**src/rtl/fixed_point_pkg.sv**
```systemverilog
// Shared types and helpers for the multi-lane fixed-point accumulator.
package fixed_point_pkg;

  typedef enum logic [2:0] {
    IDLE,
    ACCUMULATE,
    ADD_BIAS,
    CONVERT,
    HOLD
  } state_t;

  // Ceiling log2 usable in constant expressions; clog2(1) == 0.
  function automatic int unsigned clog2(input int unsigned value);
    int unsigned v;
    int unsigned r;
    v = (value > 0) ? value - 1 : 0;
    r = 0;
    while (v > 0) begin
      r = r + 1;
      v = v >> 1;
    end
    return r;
  endfunction

  function automatic logic signed [63:0] max_of(input int unsigned width);
    return (64'sd1 <<< (width - 1)) - 64'sd1;
  endfunction

  function automatic logic signed [63:0] min_of(input int unsigned width);
    return -(64'sd1 <<< (width - 1));
  endfunction

  function automatic logic out_of_range(input logic signed [63:0] acc,
                                        input int unsigned       width);
    return (acc > max_of(width)) || (acc < min_of(width));
  endfunction

  // Low `width` bits of the result are the converted value: clamped when
  // saturating, otherwise the plain two's complement wrap of acc.
  function automatic logic [63:0] convert_acc(input logic signed [63:0] acc,
                                              input int unsigned       width,
                                              input bit                saturate);
    if (saturate && (acc > max_of(width))) return max_of(width);
    if (saturate && (acc < min_of(width))) return min_of(width);
    return acc;
  endfunction

endpackage

```
**src/rtl/fixed_point_acc_mc_lane_adder.sv**
```systemverilog
// Combinational sign-extending sum of one group of LANES operands at ACC_W bits.
module fixed_point_lane_adder
  import fixed_point_pkg::*;
#(
  parameter int unsigned WIDTH = 8,
  parameter int unsigned LANES = 4,
  parameter int unsigned ACC_W = 12
) (
  input  logic [LANES*WIDTH-1:0] lanes,
  input  logic [LANES-1:0]       lane_en,
  output logic signed [ACC_W-1:0] sum
);

  logic signed [WIDTH-1:0] op;

  always_comb begin
    sum = '0;
    op  = '0;
    for (int unsigned l = 0; l < LANES; l++) begin
      op = lanes[l*WIDTH +: WIDTH];
      if (lane_en[l]) sum = sum + ACC_W'(op);
    end
  end

endmodule

```
**src/rtl/fixed_point_acc_mc.sv**
```systemverilog
// Multi-lane fixed-point accumulator with valid/ready on both sides.
// Build option: FIXED_POINT_ACC_SATURATE_EN clamps out-of-range results instead of wrapping.
module fixed_point_acc_mc
  import fixed_point_pkg::*;
#(
  parameter int unsigned WIDTH        = 8,
  parameter int unsigned FRAC_BITS    = 3,
  parameter int unsigned NUM_INPUTS   = 16,
  parameter int unsigned LANES        = 4,
  parameter bit          HAS_EXT_BIAS = 1'b0
) (
  input  logic                        CLK,
  input  logic                        RSTN,
  input  logic [WIDTH*NUM_INPUTS-1:0] VALUES_IN,
  input  logic [WIDTH-1:0]            EXT_VALUE_IN,
  input  logic                        VALID_IN,
  output logic                        READY_OUT,
  output logic [WIDTH-1:0]            VALUE_OUT,
  output logic                        OVERFLOW_OUT,
  output logic                        VALID_OUT,
  input  logic                        READY_IN
);

  localparam int unsigned N_INT = NUM_INPUTS + (HAS_EXT_BIAS ? 1 : 0);
  localparam int unsigned G     = (NUM_INPUTS + LANES - 1) / LANES;
  localparam int unsigned ACC_W = WIDTH + clog2(N_INT);
  localparam int unsigned GW    = (clog2(G) > 0) ? clog2(G) : 1;
  localparam int unsigned PAD_W = G * LANES * WIDTH;
  localparam logic [GW-1:0] LAST_GROUP = GW'(G - 1);

`ifdef FIXED_POINT_ACC_SATURATE_EN
  localparam bit SATURATE = 1'b1;
`else
  localparam bit SATURATE = 1'b0;
`endif

  if (LANES < 1 || LANES > NUM_INPUTS) begin : g_bad_lanes
    $error("LANES must be in 1..NUM_INPUTS");
  end
  if (FRAC_BITS >= WIDTH) begin : g_bad_frac
    $error("FRAC_BITS must be smaller than WIDTH");
  end

  state_t                    state;
  logic [GW-1:0]             group;
  logic signed [ACC_W-1:0]   acc;
  logic [WIDTH*NUM_INPUTS-1:0] values_q;
  logic signed [WIDTH-1:0]   bias_q;
  logic [WIDTH-1:0]          value_q;
  logic                      overflow_q;
  logic                      valid_q;

  logic [PAD_W-1:0]          padded;
  logic [LANES*WIDTH-1:0]    group_ops;
  logic [LANES-1:0]          lane_en;
  logic signed [ACC_W-1:0]   group_sum;

  // Operands are zero-padded up to a whole number of groups; the padding
  // lanes are also masked so they never reach the sum.
  assign padded = PAD_W'(values_q);

  always_comb begin
    group_ops = padded[32'(group)*LANES*WIDTH +: LANES*WIDTH];
    lane_en   = '0;
    for (int unsigned l = 0; l < LANES; l++) begin
      lane_en[l] = (32'(group) * LANES + l) < NUM_INPUTS;
    end
  end

  fixed_point_lane_adder #(
    .WIDTH(WIDTH),
    .LANES(LANES),
    .ACC_W(ACC_W)
  ) u_lane_adder (
    .lanes  (group_ops),
    .lane_en(lane_en),
    .sum    (group_sum)
  );

  always_ff @(posedge CLK) begin
    if (!RSTN) begin
      state      <= IDLE;
      group      <= '0;
      acc        <= '0;
      values_q   <= '0;
      bias_q     <= '0;
      value_q    <= '0;
      overflow_q <= 1'b0;
      valid_q    <= 1'b0;
    end else begin
      case (state)
        IDLE: begin
          if (VALID_IN) begin
            values_q <= VALUES_IN;
            bias_q   <= EXT_VALUE_IN;
            acc      <= '0;
            group    <= '0;
            state    <= ACCUMULATE;
          end
        end
        ACCUMULATE: begin
          acc <= acc + group_sum;
          if (group == LAST_GROUP) begin
            group <= '0;
            state <= HAS_EXT_BIAS ? ADD_BIAS : CONVERT;
          end else begin
            group <= group + 1'b1;
          end
        end
        ADD_BIAS: begin
          acc   <= acc + ACC_W'(bias_q);
          state <= CONVERT;
        end
        CONVERT: begin
          value_q    <= WIDTH'(convert_acc(64'(acc), WIDTH, SATURATE));
          overflow_q <= out_of_range(64'(acc), WIDTH);
          valid_q    <= 1'b1;
          state      <= HOLD;
        end
        HOLD: begin
          if (READY_IN) begin
            valid_q <= 1'b0;
            state   <= IDLE;
          end
        end
        default: state <= IDLE;
      endcase
    end
  end

  assign READY_OUT    = (state == IDLE);
  assign VALUE_OUT    = value_q;
  assign OVERFLOW_OUT = overflow_q;
  assign VALID_OUT    = valid_q;

endmodule

```
**config.mk**
```make
export PLATFORM = sky130hd
export DESIGN_NAME = fixed_point_acc_mc
export DESIGN_NICKNAME = d
export VERILOG_FILES = /design/src/rtl/fixed_point_pkg.sv /design/src/rtl/fixed_point_acc_mc_lane_adder.sv /design/src/rtl/fixed_point_acc_mc.sv
export SDC_FILE = /design/constraint.sdc
export NUM_CORES = 1
export LEC_CHECK = 0
export CAP_MARGIN = 40
export CORE_UTILIZATION = 30
export CTS_BUF_LIST = sky130_fd_sc_hd__clkbuf_8 sky130_fd_sc_hd__clkbuf_16
export CTS_CLUSTER_DIAMETER = 60
export CTS_CLUSTER_SIZE = 20
export DETAILED_ROUTE_END_ITERATION = 7
export GPL_ROUTABILITY_DRIVEN = 0
export PLACE_DENSITY = 0.57
export SYNTH_ARGS = -nofsm -noshare
export SYNTH_HDL_FRONTEND = slang
export SYNTH_SLANG_ARGS = --single-unit
```
**constraint.sdc**
```tcl
create_clock -name CLK -period 7.8 [get_ports CLK]
set_input_delay 1.17 -clock CLK [delete_from_list [all_inputs] [get_ports CLK]]
set_output_delay 1.17 -clock CLK [all_outputs]
set_load 0.01 [all_outputs]
```
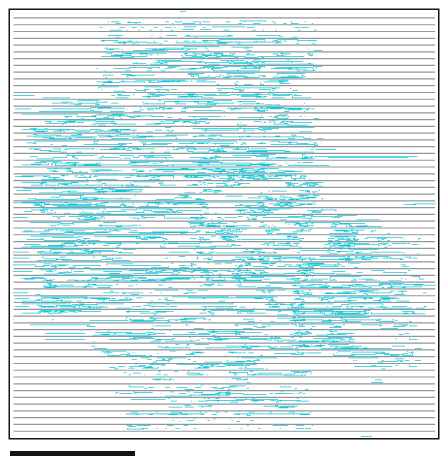
Fig. 1. The metal 1 layer (run 1).
The bar under the picture is 50 um long. Supply wires on this layer in grey.
wire length on this layer = 10800 um
longest straight run = 68.1 um

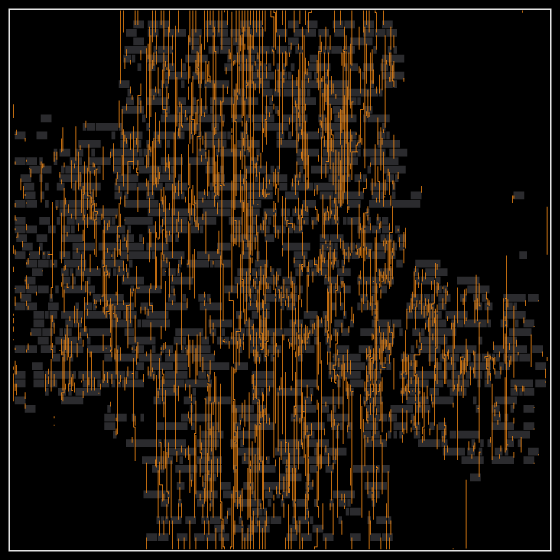
Fig. 2. The metal 2 layer (run 1).
longest straight run = 70.0 um
share of all routed wire = 46%
wire length on this layer = 10300 um
nets with wire on the layer = 1045

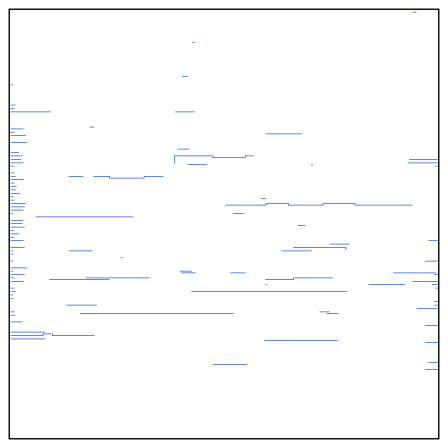
Fig. 3. The metal 3 layer (run 1).
longest straight run = 62.1 um
main direction = horizontal
share of all routed wire = 4.0%
wire length on this layer = 883 um
nets with wire on the layer = 90

==> run_results.csv, run 1 <==
group,metric,value,unit
route,route.layer.met1.wl,10.8,mm
clock_network,clkTransAtPathRegs,0.07,ns
synth,synth.largest_area_cell,"sky130_fd_sc_hd__dfxtp_1",
run_status,outcome,"finished, final reports clean",
route,met3WireLength,882,um
layout,multi_input_comb_cells,768,
layout,n_sequential_cell,163,
final_timing,drv_slew,0,
grt,global_route.usage.met3,0.0338,
min_path,worstHoldStart,"padded[114]",
power_and_ir_drop,ir_worst_vdd,0.142,mV
power_and_ir_drop,power.switching_fraction,0.343,
critical_path,r2r_end,"acc[11]",
power_and_ir_drop,p_int,1.81,mW
critical_path,worstPathRequired,8.16,ns
final_timing,maximum_clock_rate,168,MHz
floorplanning,floorplan.die_area,29500,um^2
final_timing,max_slew_margin,0.436,
layout,seq_area,3270,um^2
grt,grt.met1_usage,0.211,
power_and_ir_drop,power.share.combinational,0.325,
route,ant_nets,0,
critical_path,timing.critical_path.arrival,6.30,ns
synth,syn-mean-instance-area,8.47,um^2
route,drt_first_iter_violations,491,
final_timing,worst_clock_skew,0.0164,ns
floorplanning,initial_core_util,0.308,
critical_path,crit_start,"group[1]",
route,drc,0,
synth,synthAdderAreaFrac,0.0700,
final_timing,final.setup.worst_slack,1.86,ns
layout,syn_to_final_growth,27.7,%
Fig. 4: run 1, met4 routing
Supply wires on this layer in grey.
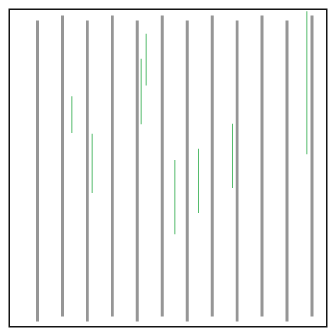

==> run 2: changes to the inputs <==
==> constraint.sdc (replaced) <==
create_clock -name CLK -period 5.7 [get_ports CLK]
set_input_delay 0.855 -clock CLK [delete_from_list [all_inputs] [get_ports CLK]]
set_output_delay 0.855 -clock CLK [all_outputs]
set_load 0.01 [all_outputs]
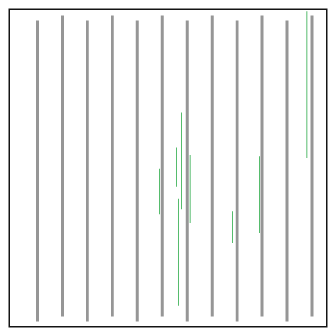
Fig. 5. Met4 routing (run 2).
Supply wires on this layer in grey.
share of all routed wire = 1.4%
longest straight run = 79.6 um
wire length on this layer = 331 um
nets with wire on the layer = 8

==> run_results.csv, run 2 <==
group,metric,value,unit
final_timing,max_slew_margin,0.460,
critical_path,r2r.worst_path.cells,21,
synth,post_synthesis_cell_count_from_yosys,1022,
route,drc,0,
synth,synth.largest_area_cell,"sky130_fd_sc_hd__dfxtp_1",
layout,multi_input_comb_cells,768,
grt,grt.met1_usage,0.219,
grt,global_route.usage.met3,0.0350,
run_status,outcome,"finished, final reports clean",
critical_path,timing.critical_path.arrival,5.69,ns
final_timing,drv_slew,0,
power_and_ir_drop,power.switching_fraction,0.343,
floorplanning,io_pins,151,
final_timing,worst_clock_skew,0.0111,ns
power_and_ir_drop,ir_worst_vdd,0.193,mV
route,ant_nets,0,
layout,most-common-layout-cells,"312 x sky130_fd_sc_hd__nand2_1, 161 x sky130_fd_sc_hd__dfxtp_1, 149 x sky130_fd_sc_hd__clkdlybuf4s50_1",
floorplanning,floorplan.die_area,29500,um^2
layout,seq_area,3270,um^2
floorplanning,initial_core_util,0.308,
synth,synthAdderAreaFrac,0.0700,
synth,synth-seq-area-share,0.377,
layout,n_sequential_cell,163,
power_and_ir_drop,p_int,2.52,mW
critical_path,worstPathRequired,6.05,ns
layout,syn_to_final_growth,30.5,%
final_timing,final.setup.worst_slack,0.355,ns
route,route.layer.met1.wl,11.3,mm
final_timing,maximum_clock_rate,187,MHz
critical_path,crit_start,"group[1]",
critical_path,r2r_end,"acc[11]",
synth,cells_taking_the_most_area_after_synthesis,"sky130_fd_sc_hd__dfxtp_1 38%, sky130_fd_sc_hd__nand2_1 14%, sky130_fd_sc_hd__a21boi_0 9.2%",
min_path,worstHoldStart,"padded[116]",
synth,syn-mean-instance-area,8.47,um^2
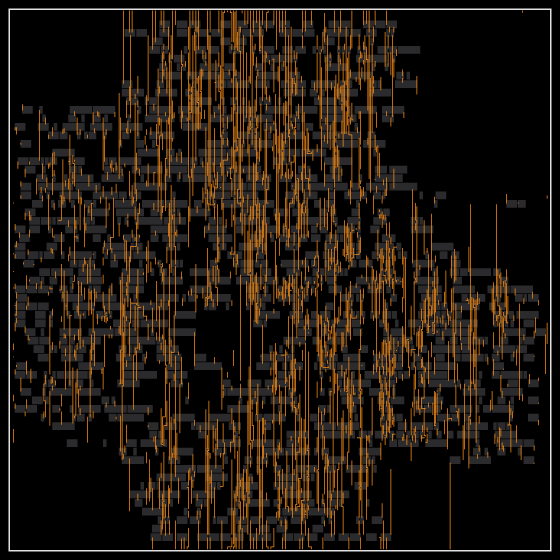
Fig. 6. The metal 2 layer (run 2).
share of all routed wire = 46%
wire length on this layer = 10500 um
main direction = vertical
nets with wire on the layer = 1040
longest straight run = 67.5 um

